Metal 2:
Bar = 100 um.
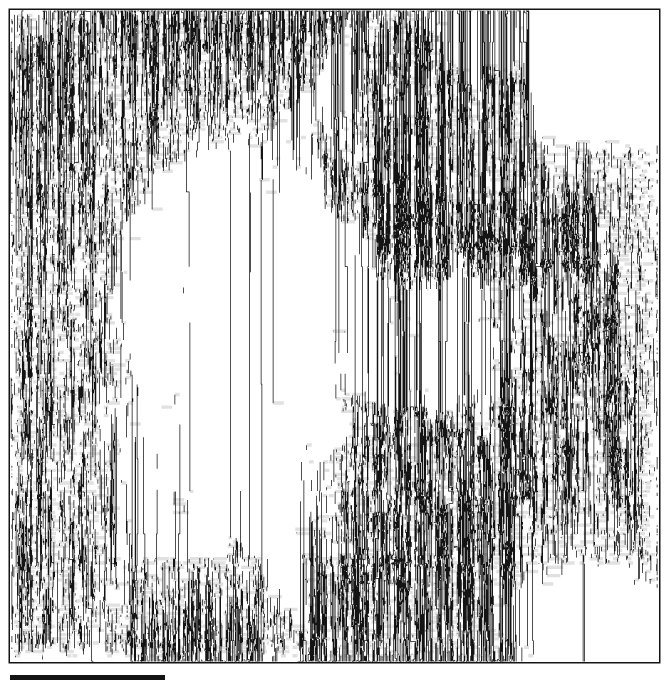
A small window of the routed layout:
Bar = 10 um. Window x 190 to 230, y 106 to 146 um. Cells in grey, sequential cells in the stronger grey; small squares are vias.
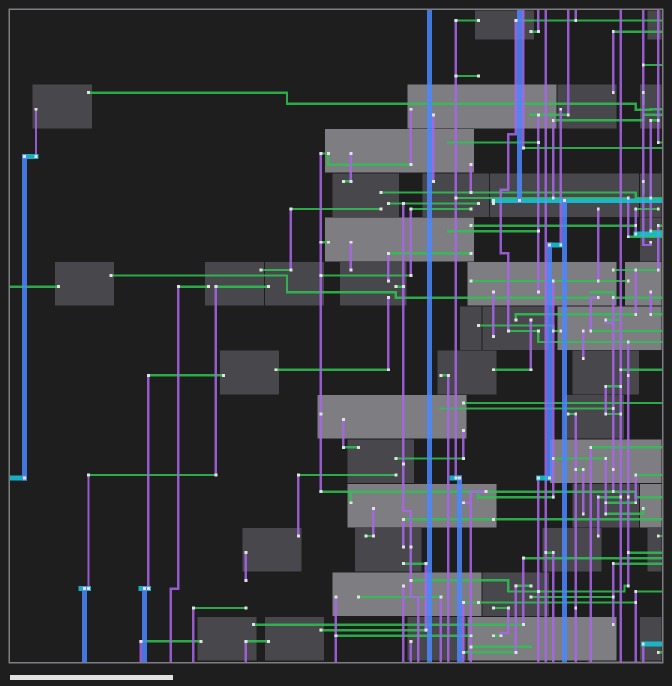
Signal wires on met1:
Bar = 100 um. Supply wires on this layer in grey.
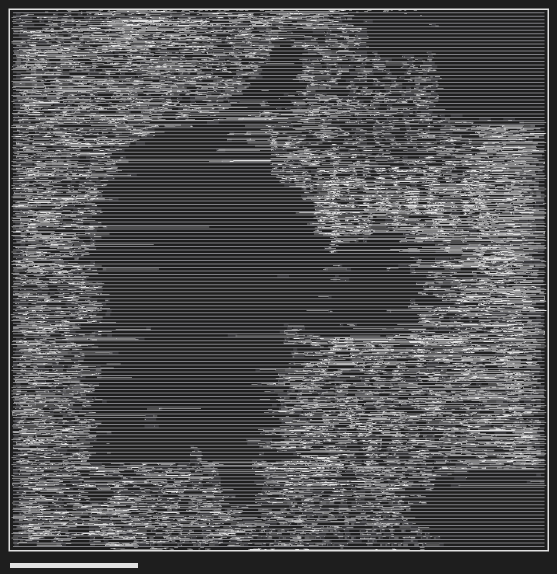
Congestion heat map:
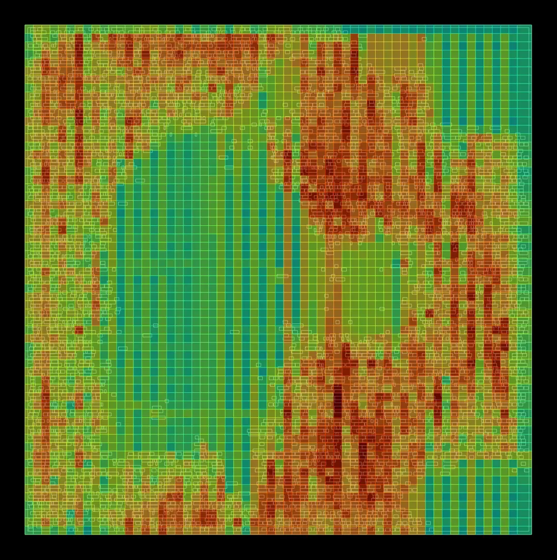
--- src/rtl/polynomial_tile_scheduler.sv ---
// Producer-side sequencer for the tiled polynomial multiplier: captures A and B
// on start and issues every (A tile, B tile) pair, A inner / B outer, over valid/ack.
module polynomial_tile_scheduler #(
  parameter int DATA_WIDTH        = 16,
  parameter int POLY_A_WIDTH      = 27,
  parameter int POLY_B_WIDTH      = 27,
  parameter int POLY_A_TILE_WIDTH = 3,
  parameter int POLY_B_TILE_WIDTH = 9,
  localparam int NA  = POLY_A_WIDTH / POLY_A_TILE_WIDTH,
  localparam int NB  = POLY_B_WIDTH / POLY_B_TILE_WIDTH,
  localparam int OW  = $clog2(POLY_A_WIDTH + POLY_B_WIDTH - 1),
  localparam int AIW = (NA > 1) ? $clog2(NA) : 1,
  localparam int BIW = (NB > 1) ? $clog2(NB) : 1
) (
  input  logic                                           clk,
  input  logic                                           rst,
  input  logic                                           start,
  input  logic [POLY_A_WIDTH-1:0][DATA_WIDTH-1:0]        poly_a,
  input  logic [POLY_B_WIDTH-1:0][DATA_WIDTH-1:0]        poly_b,
  input  logic                                           tile_ack,
  output logic [POLY_A_TILE_WIDTH-1:0][DATA_WIDTH-1:0]   a_tile,
  output logic [POLY_B_TILE_WIDTH-1:0][DATA_WIDTH-1:0]   b_tile,
  output logic [AIW-1:0]                                 a_idx,
  output logic [BIW-1:0]                                 b_idx,
  output logic [OW-1:0]                                  coeff_offset,
  output logic                                           tile_valid,
  output logic                                           last_tile,
  output logic                                           busy,
  output logic                                           done
);

  localparam int AAW = (POLY_A_WIDTH > 1) ? $clog2(POLY_A_WIDTH) : 1;
  localparam int BAW = (POLY_B_WIDTH > 1) ? $clog2(POLY_B_WIDTH) : 1;

  if (POLY_A_WIDTH % POLY_A_TILE_WIDTH != 0) begin : g_a_tile_chk
    $error("POLY_A_TILE_WIDTH must divide POLY_A_WIDTH");
  end
  if (POLY_B_WIDTH % POLY_B_TILE_WIDTH != 0) begin : g_b_tile_chk
    $error("POLY_B_TILE_WIDTH must divide POLY_B_WIDTH");
  end

  typedef enum logic [1:0] {IDLE, ISSUE, DONE} state_t;

  state_t                                  state_q, state_d;
  logic [POLY_A_WIDTH-1:0][DATA_WIDTH-1:0] a_reg_q, a_reg_d;
  logic [POLY_B_WIDTH-1:0][DATA_WIDTH-1:0] b_reg_q, b_reg_d;
  logic [AIW-1:0]                          a_idx_q, a_idx_d;
  logic [BIW-1:0]                          b_idx_q, b_idx_d;
  logic                                    a_wrap, b_wrap;
  logic [AAW-1:0]                          a_base;
  logic [BAW-1:0]                          b_base;

  assign a_wrap = (a_idx_q == AIW'(NA - 1));
  assign b_wrap = (b_idx_q == BIW'(NB - 1));

  always_ff @(posedge clk or negedge rst) begin
    if (!rst) begin
      state_q <= IDLE;
      a_reg_q <= '0;
      b_reg_q <= '0;
      a_idx_q <= '0;
      b_idx_q <= '0;
    end else begin
      state_q <= state_d;
      a_reg_q <= a_reg_d;
      b_reg_q <= b_reg_d;
      a_idx_q <= a_idx_d;
      b_idx_q <= b_idx_d;
    end
  end

  always_comb begin
    state_d = state_q;
    a_reg_d = a_reg_q;
    b_reg_d = b_reg_q;
    a_idx_d = a_idx_q;
    b_idx_d = b_idx_q;
    case (state_q)
      IDLE: begin
        if (start) begin
          state_d = ISSUE;
          a_reg_d = poly_a;
          b_reg_d = poly_b;
          a_idx_d = '0;
          b_idx_d = '0;
        end
      end
      ISSUE: begin
        // Indices only move on acceptance, so unacked tiles hold stable.
        if (tile_ack) begin
          if (a_wrap) begin
            a_idx_d = '0;
            if (b_wrap) begin
              b_idx_d = '0;
              state_d = DONE;
            end else begin
              b_idx_d = b_idx_q + 1'b1;
            end
          end else begin
            a_idx_d = a_idx_q + 1'b1;
          end
        end
      end
      DONE:    state_d = IDLE;
      default: state_d = IDLE;
    endcase
  end

  assign tile_valid = (state_q == ISSUE);
  assign busy       = (state_q != IDLE);
  assign done       = (state_q == DONE);
  assign last_tile  = tile_valid && a_wrap && b_wrap;

  assign a_idx        = a_idx_q;
  assign b_idx        = b_idx_q;
  assign coeff_offset = OW'(a_idx_q) * OW'(POLY_A_TILE_WIDTH)
                      + OW'(b_idx_q) * OW'(POLY_B_TILE_WIDTH);

  // Slices are gated so the data outputs read zero whenever no tile is offered.
  assign a_base = AAW'(a_idx_q) * AAW'(POLY_A_TILE_WIDTH);
  assign b_base = BAW'(b_idx_q) * BAW'(POLY_B_TILE_WIDTH);
  assign a_tile = tile_valid ? a_reg_q[a_base +: POLY_A_TILE_WIDTH] : '0;
  assign b_tile = tile_valid ? b_reg_q[b_base +: POLY_B_TILE_WIDTH] : '0;

endmodule

--- config.mk ---
export PLATFORM = sky130hd
export DESIGN_NAME = polynomial_tile_scheduler
export DESIGN_NICKNAME = d
export VERILOG_FILES = /design/src/rtl/polynomial_tile_scheduler.sv
export SDC_FILE = /design/constraint.sdc
export NUM_CORES = 2
export LEC_CHECK = 0
export CORE_AREA = 2 2 417 419
export DETAILED_ROUTE_END_ITERATION = 8
export DIE_AREA = 0 0 419 421
export GPL_ROUTABILITY_DRIVEN = 0
export PLACE_DENSITY = 0.57
export SLEW_MARGIN = 15
export SYNTH_ARGS = -nofsm -noshare
export SYNTH_HDL_FRONTEND = slang
export SYNTH_SLANG_ARGS = --single-unit
--- constraint.sdc ---
create_clock -name clk -period 5.33 [get_ports clk]
set_clock_uncertainty 0.15 [all_clocks]
set_input_delay 0.7995 -clock clk [delete_from_list [all_inputs] [get_ports clk]]
set_output_delay 0.7995 -clock clk [all_outputs]
set_load 0.05 [all_outputs]
==> results.cfg <==
; generated from flow reports
[synthesis]
aoi_share_pct = 5.32
ys_async_sr_fraction_pct = 100
ys_cells = 3561
synth.top_cell.area_share_pct = 47.3
synthCells = 3561

[clock_network]
cts_htree_levels = 3
clkTransAtPathRegs_ns = 0.06

[timing]
rsz0062_at_grt = true
final_max_slew_viol_count = 0
max_slew.worst_pin.slew_ns = 1.18
fin_crit_sh_pct = 99.5

[placed_design]
port_buffers = 1075

[worst_setup_path]
startpoint_type = flop
r2r_slack_ns = 2.39
cp-end-kind = primary output

[hold_path]
min_to = b_reg_q[149]

[global_routing]
grt_pass1_vias = 36900
antenna_found_initial = 76

[die]
die_w_um = 419

[outcome]
outcome = finished clean

[routing]
first_pass_iters = 8
avgViaCountPerCell = 5.05
Notes on 'metal 2' above:
The layer holds 54% of the routed length. The layer carries 104 mm of wire.
drt total wl: 194000 um
GR Layer Usage met2: 40.2%
DR vias: 35300

Notes on 'a small window of the routed layout' above:
Green marks metal 1. Cyan marks metal 3. Blue marks metal 4. Purple marks metal 2.
Most frequent: clkdlybuf4s50_1 (14), dfrtp_1 (10), mux2_2 (9). Sequential cells in the window: 10. Netlist names of flops here include a_reg_q (10). 35 logic cells have their middle in the window.

Notes on 'signal wires on met1' above:
The layer holds 33% of the routed length. The layer carries 64.4 mm of wire. The longest straight run is 136 um. The wires run mostly horizontal. 4961 nets have wire on it.
routing usage on met1: 21.6%

Notes on 'congestion heat map' above:
Tot GR Track Use: 21.5%
grt peak-use layer: met2
met3 usage: 5.84%
final core utilization: 37.2%
Routed WL per cell: 27.6 um

-- area by class of cell --
cell class | count | area [um2]
timing repair buffer | 1188 | 12500
sequential | 872 | 21800
multi-input combinational | 2382 | 23100
clock inverter | 34 | 463
clock buffer | 161 | 3190
fill | 16800 | 108000
inverter | 10 | 37.5
antenna | 30 | 75.1
tap | 2325 | 2910
-- timing repair --
item                                    4_1_cts  5_1_grt
endpoints found under the hold margin         3        0
setup buffers                                 0        3
pin swaps                                     1        4
endpoints found under the setup margin       16       18
hold buffers                                  1        0
resized                                      15        9
-- synth_stat cells (19+ instances only) --
| master | number |
|---|---|
| nor2_1 | 311 |
| a32o_1 | 28 |
| nor3_1 | 37 |
| buf_1 | 27 |
| mux2_2 | 919 |
| nand2_1 | 185 |
| a2111oi_0 | 19 |
| o22ai_1 | 24 |
| mux2i_1 | 256 |
| buf_4 | 19 |
| clkbuf_1 | 82 |
| dfrtp_1 | 872 |
| a21oi_1 | 174 |
| a211oi_1 | 35 |
| mux4_2 | 211 |
| nor2b_1 | 23 |
| buf_2 | 167 |
-- stage by stage --
| step | hold slack [ns] | utilization (%) | setup slack, ns | instance area (um2) |
|---|---|---|---|---|
| after CTS | 0.358 | 37.1 | 0.00733 | 63900 |
| after detailed placement | 0.344 | 34.9 | 0.449 | 60200 |
| final | 0.352 | 37.2 | 0.0269 | 64100 |
| after global placement | 0.339 | 34.9 | 0.294 | 60200 |
| after global routing | 0.365 | 37.1 | -0.00630 | 64000 |
| after floorplan | 0.317 | - | 0.0371 | 46200 |
-- worst max path at each step --
stage,startpoint,endpoint,slack (ns),cells past startpoint
after floorplan,a_idx[0],a_tile[25],0.04,14
after global placement,a_idx[0],a_tile[20],0.29,9
after detailed placement,a_idx[0],a_tile[32],0.45,7
after CTS,a_idx[2],a_tile[0],0.007,10
after global routing,a_idx[0],a_tile[37],-0.006,10
final,a_idx[0],a_tile[3],0.03,7
-- critical path, cell delays in order, from the launching register on --
cell	delay, ns
dfrtp_4	0.48
buf_12	0.39
buf_4	0.77
mux4_2	0.36
nand2_1	0.06
a32oi_1	0.58
and3_1	0.47
buf_12	0.19
-- kinds of logic after synthesis --
family / count (synthesis)
compound gates: 369
xor+xnor: 7
fa+ha+maj: 18
buf+inv: 307
flops: 872
mux: 1386
simple gates: 602
-- per-layer routing --
layer	track usage, %	share of wire, %	wire length [um]
met4	10.4	5.6	10900
met2	40.2	54	104000
met3	5.84	7.2	14000
met1	21.6	33	64400
met5	0.0273	0.13	254
-- sequential cells by signal, summed over array words and instances (netlist names) --
name / cells
b_idx: 2
a_reg_q: 432
state_q: 2
b_reg_q: 432
a_idx: 4
